### I/O nets highlighted

Scale bar: 200 um.
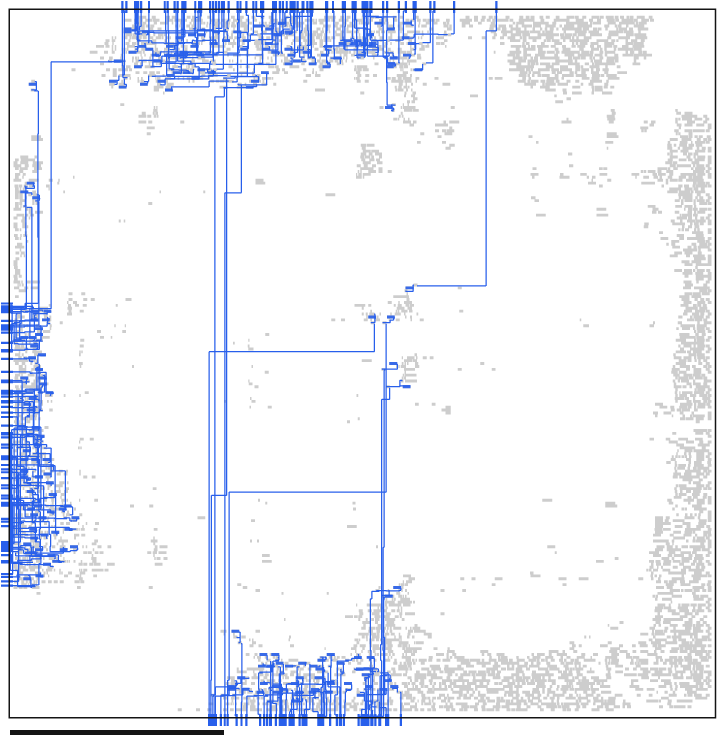
### Sequential cells colored by netlist name

Scale bar: 200 um. Other sequential cells in the stronger gray, the rest of the logic in the fainter gray.
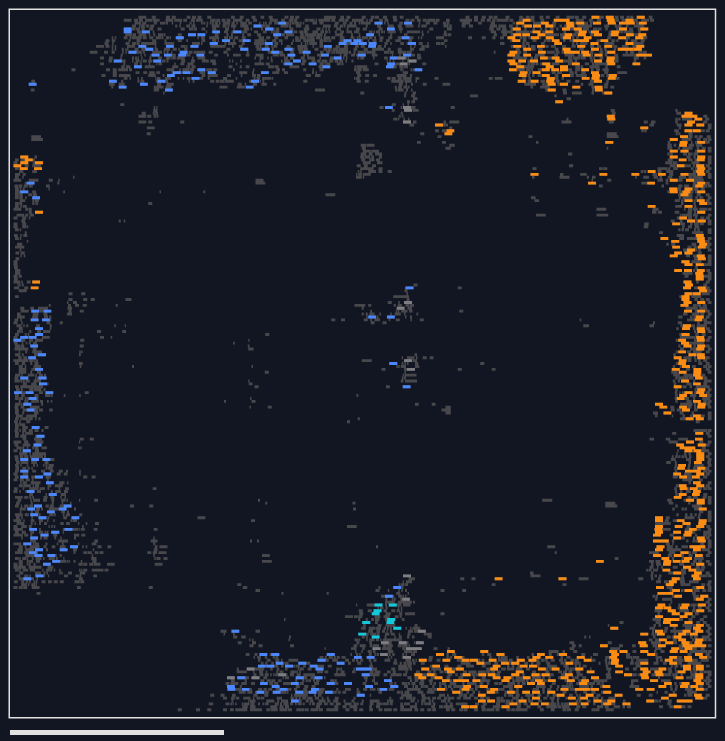
### Met1 routing

Scale bar: 200 um. Supply wires on this layer in gray.
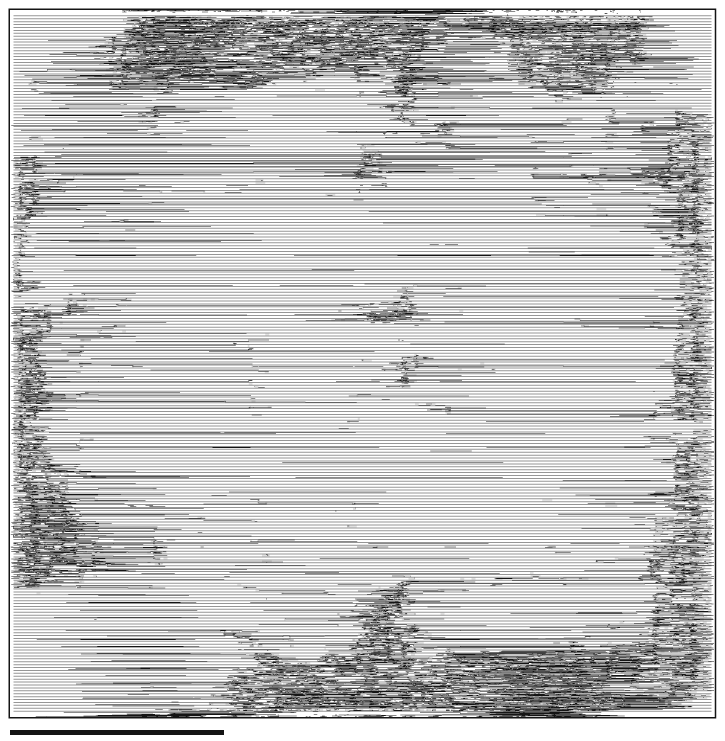
### Routing congestion

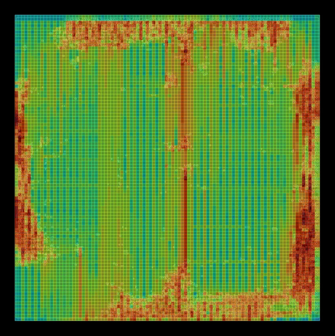
### Routed metal, one color a layer

Two of the layers only.
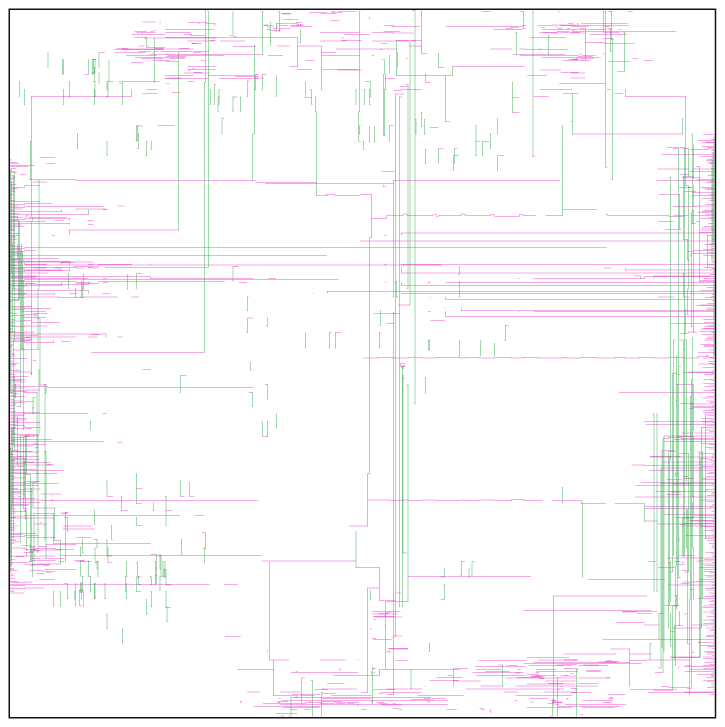
Design fta_io_arbiter, sky130hd; sources not shown.
==> results.py <==
# Physical implementation metrics
metrics = {
    "run_status": {
        "outcome": "complete, no violations",
    },
    "critical_path": {
        "crit_fanout": 12,
        "cp_slowest_cell": "and2_1",
        "cpMostUsedCell": "buf_2",
        "ff2ff_path_depth": 8,
        "slowest_delay_ns": 0.88,
        "rrSetupSlack_ns": 0.30,
        "path_class": "in -> reg",
        "cp.depth": 7,
        "cpLargestDelayFamily": "buffers and inverters",
        "crit_arrival_ns": 4.86,
        "crit_chain": "dlygate4sd3_1 -> o41ai_4 -> and2_1 -> and2b_1 -> buf_2 -> buf_2 -> a32o_1",
        "path_buffers": 3,
        "critPathCaptureType": "flop",
        "start_kind": "input port",
        "cp.required_ns": 5.16,
    },
    "pwr": {
        "switching_share_pct": 35.22,
        "p_per_area_mw_per_mm2": 414.7,
        "comb_power_share_pct": 29.3,
        "internal-power_mw": 15.64,
        "p_sw_mw": 8.502,
        "max-vdd-ir-drop_mv": 0.3720,
        "clkPwrFrac_pct": 37.0,
        "pwr-share-seq_pct": 33.8,
        "p_leak_nw": 25.42,
    },
    "yosys": {
        "syn_avg_cell_area_sq_um": 9.154,
        "synth_nets": 4208,
        "synth_cells": 3293,
        "synth_chip_area_sq_mm": 0.03015,
        "ys.warnings.count": 6,
        "ys_types": 52,
        "postSynthSeqShare_pct": 53.19,
        "ys.flops": 801,
        "netlist_area_sq_mm": 0.03015,
    },
    "placement": {
        "place_hpwl_um": 323800,
        "gp_congestion": 0.9682,
    },
    "cells_and_area": {
        "final-clk-cell-share_pct": 5.907,
        "ff_count": 801,
        "clkbuf_count": 128,
        "drive_gt1_share_pct": 8.849,
        "final-comb-area_sq_mm": 0.01240,
        "syn_to_final_growth_pct": 93.09,
        "final_nets": 6034,
        "antenna_cells": 71,
        "largest_class": "buffers",
        "n_all_buffers": 2018,
        "fill_cells": 48230,
        "comb_area_share_pct": 21.30,
        "largest_reg_flops": 576,
        "buffer_area_share_pct": 32.75,
        "nNonClkInverters": 3,
    },
    "floorplanning": {
        "die_y_um": 661,
        "die_x_um": 659,
        "fp_util_pct": 7.104,
        "fp.dieArea_sq_mm": 0.4356,
        "num_rows": 239,
        "coreArea_sq_mm": 0.4243,
    },
    "timing": {
        "fmax_ghz": 0.2437,
        "hold_viol_final": 0,
        "slew_viol_final": 0,
        "final.setup.tns_ns": 0,
        "rsz0062_at_grt": "no",
        "tightest_slew_ns": 1.219,
        "fin_crit_ns": 4.104,
        "finalSetupViolations": 0,
        "period_used_pct": 93.28,
        "max_slew_margin_pct": 18.59,
    },
    "global_routing": {
        "grt_pass1_vias": 33330,
        "grtUsageMet2_pct": 30.73,
        "grt_antenna_before_repair": 287,
        "busiest_layer": "met2",
        "grt_max_degree": 23,
        "grt_pass1_wl_um": 432400,
        "overflow": 0,
    },
    "clocking": {
        "clock_sinks": 801,
        "cts_setup_buffers": 11,
        "cts.repair.resized": 24,
        "cts_tree": "done",
        "cts-buffers-inserted": 122,
        "clockBufferDepth": 4,
        "holdBufCountCts": 0,
        "cts_root_buf": "clkbuf_16",
        "insertion_delay_ns": 0.89,
        "clkTransAtPathRegs_ns": 0.05,
    },
    "drt": {
        "wl_met2_um": 193800,
        "met3_length_um": 27400,
        "drcViolationCount": 0,
        "met1Wirelength_um": 121900,
        "via_per_inst": 3.252,
        "firstDrtPassIters": 7,
        "top_layer": "met5",
    },
    "run": {
        "maxCapViolations": 0,
    },
    "hold_path": {
        "worstHoldPathType": "in -> reg",
    },
}
-- 'I/O nets highlighted' (at the start) --
[m_req_o] blue | bits: 191 | direction: output | end cells: 190 | buffers: 192 | wire: 17100 um
IO Pins: 1684
I/O Buffers: 1679

-- 'Sequential cells colored by netlist name' (at the start) --
[tmo_cnt] cyan | flops: 10 | where: south
[m_req_o] blue | flops: 190
[g_lane.u_lane/resp_q] orange | flops: 576
not colored: 25
Seq area share: 27.55%
Layout Utilization: 13.72%
register cell area after layout: 0.01604 sq mm

-- 'Met1 routing' (at the start) --
longest straight run: 501 um
main direction: horizontal
nets with wire on the layer: 5556
final wirelength: 363200 um
via count: 35360
met1 usage: 15.88%

-- 'Routing congestion' (at the start) --
met3 Resource Use GR: 4.283%
GRT Resource Usage Total: 15.90%
WL per Instance: 33.40 um

-- 'Routed metal, one color a layer' (at the start) --
[metal 4] green | wire length: 19500 um
[metal 3] magenta | wire length: 27.4 mm

stage by stage:
step	instance area, sq um	setup slack, ns	hold slack (ns)	power (mW)	instances
6_report	58210	0.2958	0.3997	24.14	10880
5_1_grt	58120	0.1297	0.3266	25.13	10840
4_1_cts	58050	0.06163	0.2791	24.86	10810
3_5_place_dp	54360	-1.577	0.4337	15.74	10650
3_3_place_gp	54040	-3.134	0.4336	15.69	10640
2_1_floorplan	30150	1.997	0.4180	10.74	3293
layout by cell type, fill, tap and decap left out, types with 14 or more instances in the layout:
| cell type | netlist | layout |
|---|---|---|
| a21o_1 | 47 | 47 |
| a21oi_1 | 50 | 50 |
| a32o_1 | 146 | 146 |
| and3_1 | 579 | 579 |
| buf_2 | 128 | 123 |
| buf_4 | 19 | 25 |
| buf_6 | 61 | 62 |
| clkbuf_1 | 93 | 94 |
| clkbuf_16 | 0 | 122 |
| clkdlybuf4s50_1 | 0 | 921 |
| dfxtp_1 | 801 | 801 |
| diode_2 | 0 | 71 |
| dlygate4sd3_1 | 0 | 756 |
| mux2_2 | 12 | 15 |
| nand2_1 | 709 | 709 |
| nand3_1 | 331 | 330 |
| nor2b_1 | 132 | 93 |
| nor2b_2 | 0 | 24 |
| nor2b_4 | 0 | 15 |
| o21ai_0 | 34 | 34 |
| o311ai_0 | 0 | 14 |
kinds of logic (layout without fill, tap and decap cells):
family / Yosys count / after routing / synth area share [%]
multiplexers: 21 / 21 / 0.7845
other: 0 / 71 / 0
buffers and inverters: 319 / 2168 / 6.425
AND/OR/NAND/NOR: 1803 / 1803 / 30.13
flip-flops: 801 / 801 / 53.19
XOR/XNOR: 10 / 10 / 0.2906
adder cells (fa/ha/maj): 5 / 5 / 0.2075
AND-OR/OR-AND: 334 / 334 / 8.974
synthesized netlist by cell type (all sizes together):
master | n | area share, %
a21bo | 1 | 0.033
a21boi | 3 | 0.075
a21o | 47 | 1.2
a21oi | 50 | 0.83
a22o | 1 | 0.029
a311o | 1 | 0.033
a311oi | 1 | 0.050
a31oi | 9 | 0.19
a32o | 146 | 4.8
and2 | 6 | 0.13
and2b | 1 | 0.025
and3 | 579 | 12
and3b | 1 | 0.029
and4 | 3 | 0.087
buf | 219 | 5.2
clkbuf | 97 | 1.2
dfxtp | 801 | 53
ha | 5 | 0.21
inv | 3 | 0.037
mux2 | 21 | 0.78
nand2 | 709 | 8.8
nand2b | 6 | 0.12
nand3 | 332 | 5.5
nand4 | 3 | 0.062
nor2 | 13 | 0.17
nor2b | 132 | 2.7
nor3 | 4 | 0.066
nor3b | 4 | 0.10
nor4 | 1 | 0.021
o211ai | 5 | 0.12
o21a | 1 | 0.025
o21ai | 35 | 0.59
o22ai | 9 | 0.19
o311ai | 23 | 0.67
o31a | 1 | 0.029
o41ai | 1 | 0.091
or2 | 2 | 0.042
or3 | 5 | 0.10
or4 | 2 | 0.050
xnor2 | 8 | 0.23
xor2 | 2 | 0.058
power groups by stage:
stage,combinational (mW),clock [mW],sequential [mW]
after floorplan,2.49,0,8.25
after global placement,7.41,0,8.28
after detailed placement,7.45,0,8.29
after CTS,7.52,9.19,8.16
after global routing,7.50,9.43,8.20
final,7.07,8.92,8.15
Power and IR drop assume default switching activity.
